<file path="config.mk">
export PLATFORM = sky130hd
export DESIGN_NAME = gate_vector_decoder
export DESIGN_NICKNAME = d
export VERILOG_FILES = /design/src/rtl/gate_vector_decoder.sv
export SDC_FILE = /design/constraint.sdc
export NUM_CORES = 1
export LEC_CHECK = 0
export CAP_MARGIN = 20
export CORE_ASPECT_RATIO = 1.75
export CORE_MARGIN = 5
export CORE_UTILIZATION = 45
export CTS_BUF_LIST = sky130_fd_sc_hd__clkbuf_4
export DETAILED_ROUTE_END_ITERATION = 16
export PLACE_DENSITY = 0.82
export SYNTH_ARGS = -nofsm -noshare
export SYNTH_HDL_FRONTEND = slang
export SYNTH_SLANG_ARGS = --single-unit
</file>
<file path="constraint.sdc">
create_clock -name clk -period 2.6 [get_ports clk]
set_input_delay 0.26 -clock clk [delete_from_list [all_inputs] [get_ports clk]]
set_output_delay 0.26 -clock clk [all_outputs]
set_load 0.01 [all_outputs]
</file>
<file path="src/rtl/gate_vector_decoder.sv">
// Decodes a 7-gate truth vector back to its (A,B) operands, flags illegal vectors and
// buffers results in a 2-entry FIFO; ERR_LIMIT consecutive illegal vectors lock the input.
module gate_vector_decoder #(
    parameter int unsigned ERR_LIMIT = 3
) (
    input  logic       clk,
    input  logic       rst_n,
    input  logic       in_valid,
    output logic       in_ready,
    input  logic [0:6] in_y,
    output logic       out_valid,
    input  logic       out_ready,
    output logic       out_a,
    output logic       out_b,
    output logic       out_err,
    output logic [7:0] err_count,
    output logic       locked,
    input  logic       clear_lock
);

    typedef enum logic [0:0] {
        StRun,
        StLock
    } state_e;

    typedef struct packed {
        logic a;
        logic b;
        logic err;
    } word_t;

    localparam logic [3:0] LimitVal = 4'(ERR_LIMIT);

    state_e     r_state;
    logic [3:0] r_consec;
    logic [7:0] r_err_count;
    logic       r_init;

    word_t      r_mem [2];
    logic       r_wr_ptr;
    logic       r_rd_ptr;
    logic [1:0] r_count;

    logic       w_legal;
    word_t      w_word;
    word_t      w_head;
    logic       w_push;
    logic       w_pop;
    logic [3:0] w_consec_inc;

    // Vectors are written in_y[0..6], so in_y[0] is the MSB of each literal.
    always_comb begin
        w_legal = (in_y == 7'b0011101) || (in_y == 7'b0111010) ||
                  (in_y == 7'b0101010) || (in_y == 7'b1100001);
        w_word.a   = ~in_y[2];
        w_word.b   = in_y[5] ^ ~in_y[2];
        w_word.err = ~w_legal;
    end

    assign w_push       = in_valid && in_ready;
    assign w_pop        = out_valid && out_ready;
    assign w_consec_inc = r_consec + 4'd1;
    assign w_head       = r_mem[r_rd_ptr];

    always_ff @(posedge clk or negedge rst_n) begin
        if (!rst_n) begin
            r_mem[0] <= '0;
            r_mem[1] <= '0;
            r_wr_ptr <= 1'b0;
            r_rd_ptr <= 1'b0;
            r_count  <= 2'd0;
        end else begin
            if (w_push) begin
                r_mem[r_wr_ptr] <= w_word;
                r_wr_ptr        <= ~r_wr_ptr;
            end
            if (w_pop) begin
                r_rd_ptr <= ~r_rd_ptr;
            end
            case ({w_push, w_pop})
                2'b10:   r_count <= r_count + 2'd1;
                2'b01:   r_count <= r_count - 2'd1;
                default: r_count <= r_count;
            endcase
        end
    end

    // r_init keeps in_ready low until the first edge after reset release.
    always_ff @(posedge clk or negedge rst_n) begin
        if (!rst_n) begin
            r_state     <= StRun;
            r_consec    <= 4'd0;
            r_err_count <= 8'd0;
            r_init      <= 1'b0;
        end else begin
            r_init <= 1'b1;
            case (r_state)
                StRun: begin
                    if (w_push) begin
                        if (w_legal) begin
                            r_consec <= 4'd0;
                        end else begin
                            r_consec <= w_consec_inc;
                            if (w_consec_inc == LimitVal) begin
                                r_state <= StLock;
                            end
                        end
                    end
                end
                StLock: begin
                    if (clear_lock) begin
                        r_state  <= StRun;
                        r_consec <= 4'd0;
                    end
                end
                default: r_state <= StRun;
            endcase
            if (w_push && !w_legal && (r_err_count != 8'hFF)) begin
                r_err_count <= r_err_count + 8'd1;
            end
        end
    end

    assign in_ready  = r_init && (r_state == StRun) && (r_count != 2'd2);
    assign out_valid = (r_count != 2'd0);
    assign out_a     = out_valid & w_head.a;
    assign out_b     = out_valid & w_head.b;
    assign out_err   = out_valid & w_head.err;
    assign err_count = r_err_count;
    assign locked    = (r_state == StLock);

endmodule

</file>
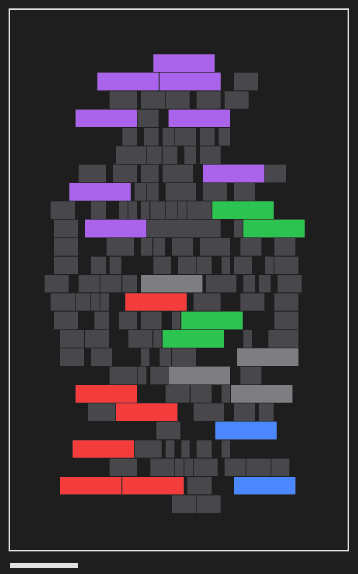
*Sequential cells grouped by signal name, run 1*
Bar = 10 um. Other sequential cells in the stronger grey, the rest of the logic in the fainter grey.
Key: blue = `r_count` [flops 2]; red = `r_mem` [flops 6]; purple = `err_count` [flops 8, where top middle]; green = `r_consec` [flops 4]
Another 4 sequential cells are not coloured.

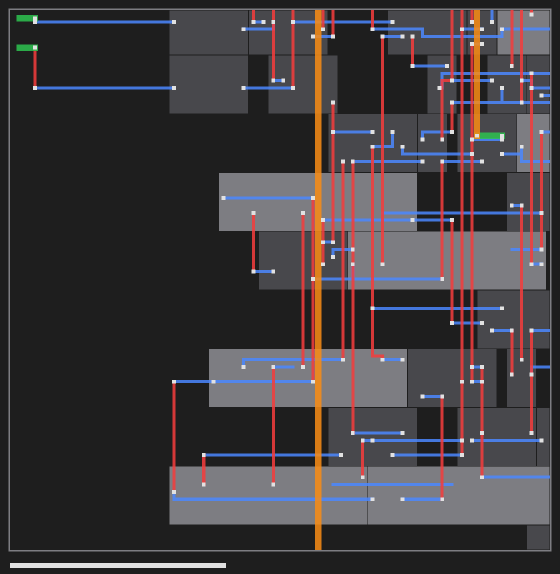
*Zoomed window, run 1*
Bar = 10 um. Region (0, 7) to (25, 32) um. Cells in grey, sequential cells in the stronger grey; small squares are vias.
Key: blue = M1; green = M3; red = M2; orange = M4
Most frequent: dfrtp_1 (5), mux2_2 (4). Netlist names of flops here include `r_mem` (5). Sequential cells in the window: 5. 23 logic cells have their middle in the window.

==> impl_metrics.tcl, run 1 <==
# implementation run metrics
set metrics [dict create \
    p_comb_share_pct 41.8 \
    max_stage_delay_ns 0.56 \
    warnings 27 \
    final_hold_viol_count 0 \
    powerSeq_uw 673 \
    synthAdderAreaFrac_pct 3.98 \
    rr_endpoint "err_count[1]" \
    crit_start "r_count[1]" \
    tritoncts "done" \
    cts_buffer_depth 2 \
    ys_cells 114 \
    status "complete, no violations" \
    cts-resized-gates 0 \
    critPathArrivalTime_ns 1.66 \
    fp.coreArea_mm2 0.00269 \
    grt_pass1_vias 1010 \
    power.density_mw_per_mm2 1020 \
    layout_min_cycle_time_ns 1.92 \
    maxPowerGroup "combinational cells" \
    clk-power_uw 273 \
    routed-wl-met2_mm 1.38 \
    p_int_mw 1.06 \
    synthAoiAreaFrac_pct 6.86 \
    simple_gate_area_share_pct 20.5 \
    place_area_mm2 0.00154 \
    vias 961 \
    p_sw_uw 566 \
    dp_hpwl_mm 1.91 \
    ys_async_sr_fraction_pct 100 \
    fin_crit_sh_pct 73.7 \
    critPathKind "reg -> out" \
    synth_flops 24 \
]
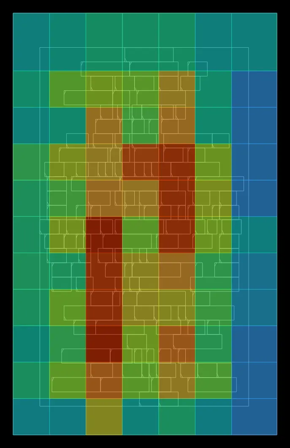
*Routing congestion map, run 1*
met2 usage: 26.2%
final core utilization: 59.0%
WL/cell: 14.7 um
GRT met1 Usage: 14.5%
busiest grt layer: met2

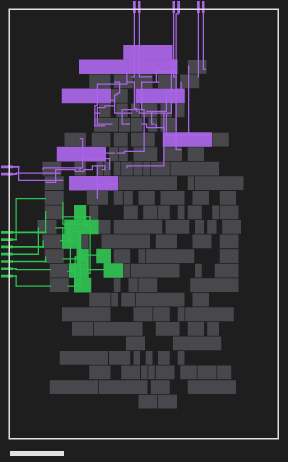
*Wires at chosen ports, followed through buffers, run 1*
Bar = 10 um.
Key: purple = `err_count` [bits 8, direction output, edge 6 top, 2 left, end cells 8, buffers 8, wire 324 um]; green = `in_y` [bits 7, direction input, edge left, end cells 10, buffers 7, wire 150 um]

==> run 1: Yosys cell counts (all sizes together), types with 5 or more instances <==
cell type,instances
xnor2,5
dfrtp,24
mux2,8
xor2,6
nand3,7
nor2b,5
inv,5
nor2,9
nand2,5
==> run 1: layout make-up <==
| type | instances | area, um2 |
|---|---|---|
| Tap cell | 27 | 33.8 |
| Multi-Input combinational cell | 83 | 624 |
| Clock buffer | 3 | 22.5 |
| Clock inverter | 1 | 30.0 |
| Sequential cell | 24 | 601 |
| Fill cell | 240 | 1100 |
| Inverter | 5 | 18.8 |
| Timing Repair Buffer | 26 | 258 |
==> run 1: worst max-delay path: cells and delay by family (launching register included) <==
family,cells,cell delay (ns)
buffers and inverters,1,0.56
DFF,1,0.43
and+or+nand+nor,2,0.34
==> run 1: state kept, by name (all words and copies together), names as in the netlist <==
register / cells
r_init: 1
r_wr_ptr: 1
locked: 1
r_rd_ptr: 1
r_mem: 6
r_consec: 4
r_count: 2
err_count: 8
==> run 1: metrics by stage <==
stage / total power, mW / setup slack (ns) / utilization, %
3_3_place_gp: 1.32 / 0.447 / 57.1
6_report: 1.63 / 0.684 / 59.0
2_1_floorplan: 1.06 / 0.794 / -
3_5_place_dp: 1.37 / 0.397 / 57.1
4_1_cts: 1.64 / 0.656 / 59.0
5_1_grt: 1.74 / 0.576 / 59.0
==> run 1: cell usage in the layout (no fill, tap or decap), types with 2 or more instances in the layout <==
cell type         n
clkdlybuf4s50_1  25
clkbuf_4          3
nand2_1           5
o31ai_1           2
a31oi_1           4
inv_1             4
xnor2_1           5
mux2_2            7
nor4_2            2
nor2_1            9
nor2b_1           5
nand3_1           7
xor2_1            6
dfrtp_1          24
nor3_1            3
mux2i_1           4
ha_1              4
and3_1            3
### Selected gate families, run 1

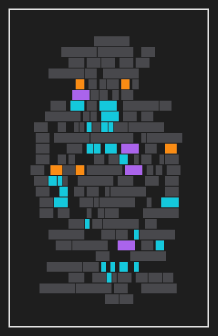

==> run 2: changes to the inputs <==
PLACE_DENSITY = 0.84   (was 0.82)
clock period = 1.6 ns   (was 2.6 ns; I/O delays follow)
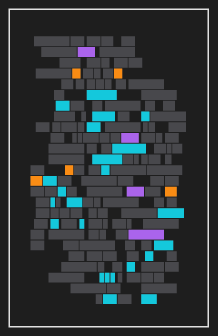
*Selected gate families, run 2*
Key: purple = fa/ha/maj cells [cells 4, most used ha_1]; cyan = nor cells [cells 23, most used nor2_1]; orange = and/or cells [cells 5, most used and3_1]

==> run 2 against run 1 <==
- the flow now finishes with violations (setup timing)
- core utilization rose by 8.8 points
- count of clock-buffer cells in the layout did not move
- clock skew fell by 0.0013 ns
==> impl_metrics.tcl, run 2 <==
# implementation run metrics
set metrics [dict create \
    clkCellAreaFrac_pct 1.44 \
    fin_crit_sh_pct 101 \
    inv_count 5 \
    synthTopCellsByCount "dfrtp_1 (24), nor2_1 (9), mux2_2 (7), nand3_1 (7), xor2_1 (6)" \
    lay_top_cells "dfrtp_1 (24), clkdlybuf4s50_1 (19), buf_4 (19)" \
    largest_reg_flops 8 \
    seq_area_share_pct 32.9 \
    final_hold_viol_count 0 \
    p_total_mw 2.80 \
    mi_logic_area_um2 752 \
    clk_pin_slew_worst_paths_ns 0.13 \
    setup-violations-final 1 \
    fp.coreArea_mm2 0.00269 \
    vias 1036 \
    status "finished with violations" \
    flops 24 \
    nonClkBufAreaFrac_pct 21.2 \
    clkSinkCount 24 \
    flop_area_um2 601 \
    largest_class "combinational gates" \
    critPathKind "reg -> reg" \
    ys_async_sr_fraction_pct 100 \
    clkbuf_count 3 \
    routed.top_layer "met4" \
    layout_min_cycle_time_ns 1.62 \
    place_area_mm2 0.00170 \
    final_common_cell "dfrtp_1" \
    r2r-start "r_count[1]" \
    ys_cells 114 \
    tap_cells 27 \
    top_usage_layer "met2" \
    routed-wl-met2_mm 1.71 \
    dp_hpwl_mm 2.12 \
    violations "setup timing" \
    comb_share_pct 41.2 \
    first_iter_violations 14 \
    setup_ws_ns -0.0168 \
    critPathArrivalTime_ns 1.86 \
    buffers 45 \
    synth_flops 24 \
    pre_cts_ws_ns -0.348 \
    warnings 30 \
    power.density_mw_per_mm2 1530 \
    fillers 200 \
    edf_count 0 \
    rows 25 \
    wl_per_cell_um 15.4 \
    grt_pass1_vias 1116 \
    dr.pass1.iters 4 \
    rr_endpoint "err_count[3]" \
]
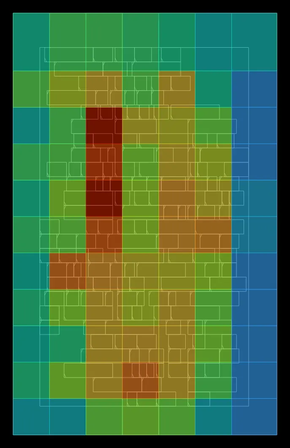
*Routing congestion map, run 2*
met2 usage: 28.3%
GRT met1 Usage: 17.0%
overall routing resource usage: 15.2%
met3 Resource Use GR: 2.24%

==> run 2: what timing repair did <==
item	4_1_cts	5_1_grt
pin swaps	8	9
resized	24	14
gates cloned	0	0
setup endpoints to repair	16	20
setup buffers	1	0
==> run 2: worst max-delay path by stage <==
| stage | startpoint | endpoint | cells after the start |
|---|---|---|---|
| 3_5_place_dp | in_y[1] | err_count[3] | 7 |
| 4_1_cts | r_count[1] | err_count[3] | 7 |
| 5_1_grt | r_count[1] | err_count[3] | 7 |
| 2_1_floorplan | r_count[1] | r_count[1] | 9 |
| 3_3_place_gp | in_y[1] | err_count[1] | 6 |
| 6_report | r_count[1] | err_count[3] | 7 |
==> run 2: cells by family after synthesis <==
| group | Yosys count | share of synthesized area [%] |
|---|---|---|
| other | 1 | 0.298 |
| and+or+nand+nor | 43 | 20.5 |
| buffers and inverters | 7 | 2.68 |
| AOI/OAI and AO/OA | 12 | 6.86 |
| DFF | 24 | 47.7 |
| xor gates and xnor gates | 11 | 7.65 |
| muxes | 12 | 10.3 |
| adders and majority gates | 4 | 3.98 |
==> run 2: where the power goes <==
group / total (mW) / switching [mW] / internal, mW
Combinational: 1.47 / 0.647 / 0.818
Sequential: 1.06 / 0.224 / 0.836
Clock: 0.272 / 0.180 / 0.0911
Total: 2.80 / 1.05 / 1.75
==> run 2: critical path, stage by stage, from the launching register on <==
cell and delay (ns):
dfrtp_1 0.41, nor2b_4 0.13, nor3b_4 0.17, and2_4 0.20, inv_8 0.06, buf_6 0.12
nor4_4 0.26, xor2_1 0.19
==> run 2: per-stage QoR <==
stage	util [%]	std cells
final	67.9	188
after global routing	67.9	188
after detailed placement	63.2	183
after floorplan	-	114
after global placement	63.2	183
after CTS	67.1	188
### Zoomed window, run 2

Bar = 10 um. Region (0, 7) to (25, 32) um. Cells in grey, sequential cells in the stronger grey; small squares are vias.
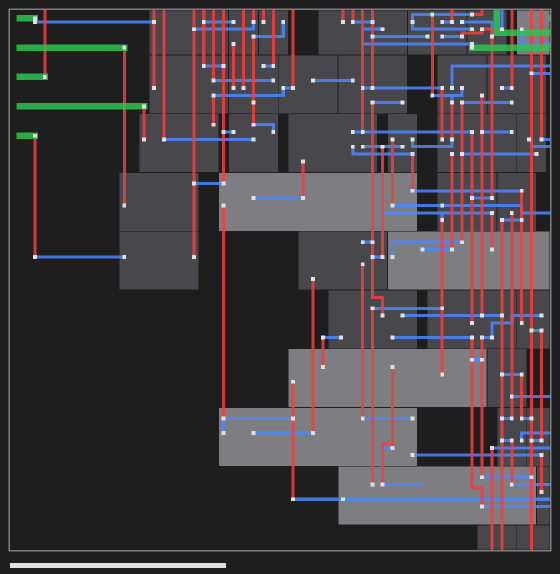

==> run 3: changes to the inputs <==
==> constraint.sdc (replaced) <==
create_clock -name clk -period 1.6 [get_ports clk]
set_input_delay 0.32 -clock clk [delete_from_list [all_inputs] [get_ports clk]]
set_output_delay 0.32 -clock clk [all_outputs]
set_load 0.01 [all_outputs]
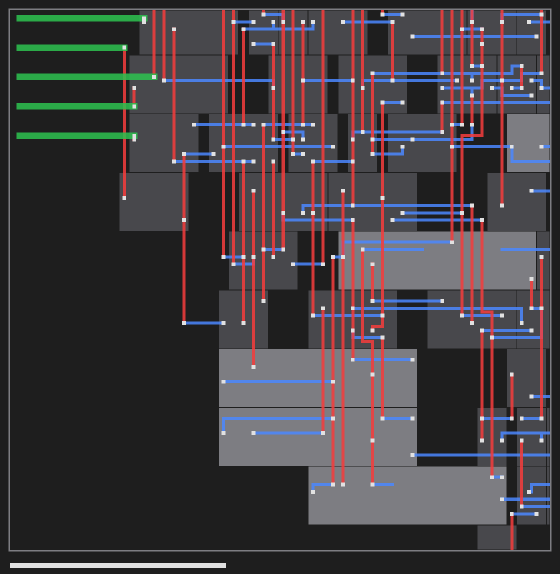
*Zoomed window, run 3*
Bar = 10 um. Region (0, 7) to (25, 32) um. Cells in grey, sequential cells in the stronger grey; small squares are vias.
Key: red = M2; blue = M1; green = M3
33 logic cells have their middle in the window. Sequential cells in the window: 4. Netlist names of flops here include `r_mem` (4). Most frequent: nor2_1 (4), mux2_2 (4), dfrtp_1 (4).

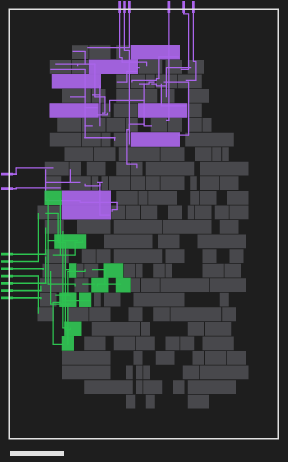
*Wires at chosen ports, followed through buffers, run 3*
Bar = 10 um.
Key: green = `in_y` [bits 7, direction input, edge left, end cells 10, buffers 9, wire 214 um]; purple = `err_count` [bits 8, direction output, edge 6 top, 2 left, end cells 8, buffers 11, wire 324 um]

==> run 3 against run 2 <==
- the flow still finishes with violations (setup timing)
- setup slack worse by 0.021 ns
- hold slack better by 0.18 ns
- register-to-register slack about the same
- largest power group unchanged
- highest routed layer unchanged
==> impl_metrics.tcl, run 3 <==
# implementation run metrics
set metrics [dict create \
    status "finished with violations" \
    violations "setup timing" \
    wl_per_cell_um 16.4 \
    use_met1_pct 17.5 \
    power.density_mw_per_mm2 1460 \
    pre_cts_ws_ns -0.450 \
    synthTopCellsByCount "dfrtp_1 (24), nor2_1 (9), mux2_2 (7), nand3_1 (7), xor2_1 (6)" \
    share_seq_of_total_power_pct 38.7 \
    ys_async_sr_fraction_pct 100 \
    dp_hpwl_mm 2.16 \
    p_total_mw 2.78 \
    setup_ws_ns -0.0374 \
    top_usage_layer "met2" \
    rr_endpoint "err_count[4]" \
    clockPowerShare_pct 9.5 \
    grt_util_met3_pct 3.18 \
    path_cells "clkdlybuf4s50_1, nor4bb_2, nand2_1, nand3_4, buf_4, nor4b_2, a221o_1" \
    fp.coreArea_mm2 0.00269 \
    path_buffers 2 \
    fin_crit_sh_pct 102 \
    setup-violations-final 2 \
    p_int_mw 1.71 \
    clkSinkCount 24 \
    max_stage_delay_ns 0.46 \
    fillers 200 \
    edf_count 0 \
    final_common_cell "dfrtp_1" \
]
## run 3: final cells by class
class / instances / area, um2 / share of cell area, %
multi-input cells: 83 / 783 / 41.2
flip-flops and latches: 24 / 603 / 31.7
repair buffers: 49 / 433 / 22.8
well taps: 27 / 33.8 / 1.78
inverters: 5 / 26.3 / 1.38
clock buffers: 3 / 22.5 / 1.18
## run 3: repair_timing
item | CTS | global route
endpoints found under the hold margin | 0 | 0
gates resized | 45 | 28
setup buffers | 5 | 1
setup endpoints to repair | 26 | 25
pin swaps | 8 | 9
## run 3: cells by family after synthesis
family,count (synthesis),share of synthesized area (%)
muxes,12,10.3
buffers and inverters,7,2.68
other,1,0.298
DFF,24,47.7
xor gates and xnor gates,11,7.65
and+or+nand+nor,43,20.5
AOI/OAI and AO/OA,12,6.86
adders and majority gates,4,3.98
## run 3: per-stage QoR
stage          setup TNS [ns]  util (%)  area (um2)  instances
2_1_floorplan          -0.745         -        1290        114
3_3_place_gp            -4.62      63.2        1700        183
3_5_place_dp            -5.65      63.2        1700        183
4_1_cts              -0.00935      67.2        1810        191
5_1_grt                -0.677      70.7        1900        191
6_report              -0.0539      70.7        1900        191
## run 3: power by group through the flow
stage / logic (mW) / clock network, mW / registers [mW]
2_1_floorplan: 0.704 / 0 / 1.07
3_5_place_dp: 1.41 / 0 / 1.06
6_report: 1.44 / 0.264 / 1.07
5_1_grt: 1.56 / 0.299 / 1.10
4_1_cts: 1.41 / 0.274 / 1.05
3_3_place_gp: 1.34 / 0 / 1.04
## run 3: worst min path at each step
stage            startpoint      endpoint
2_1_floorplan         rst_n  err_count[0]
3_3_place_gp       r_mem[0]      r_mem[0]
3_5_place_dp   err_count[4]  err_count[4]
4_1_cts               rst_n    r_count[1]
5_1_grt               rst_n    r_count[1]
6_report              rst_n    r_count[1]
Power figures rest on the tool's default switching activity, not on a simulated workload.
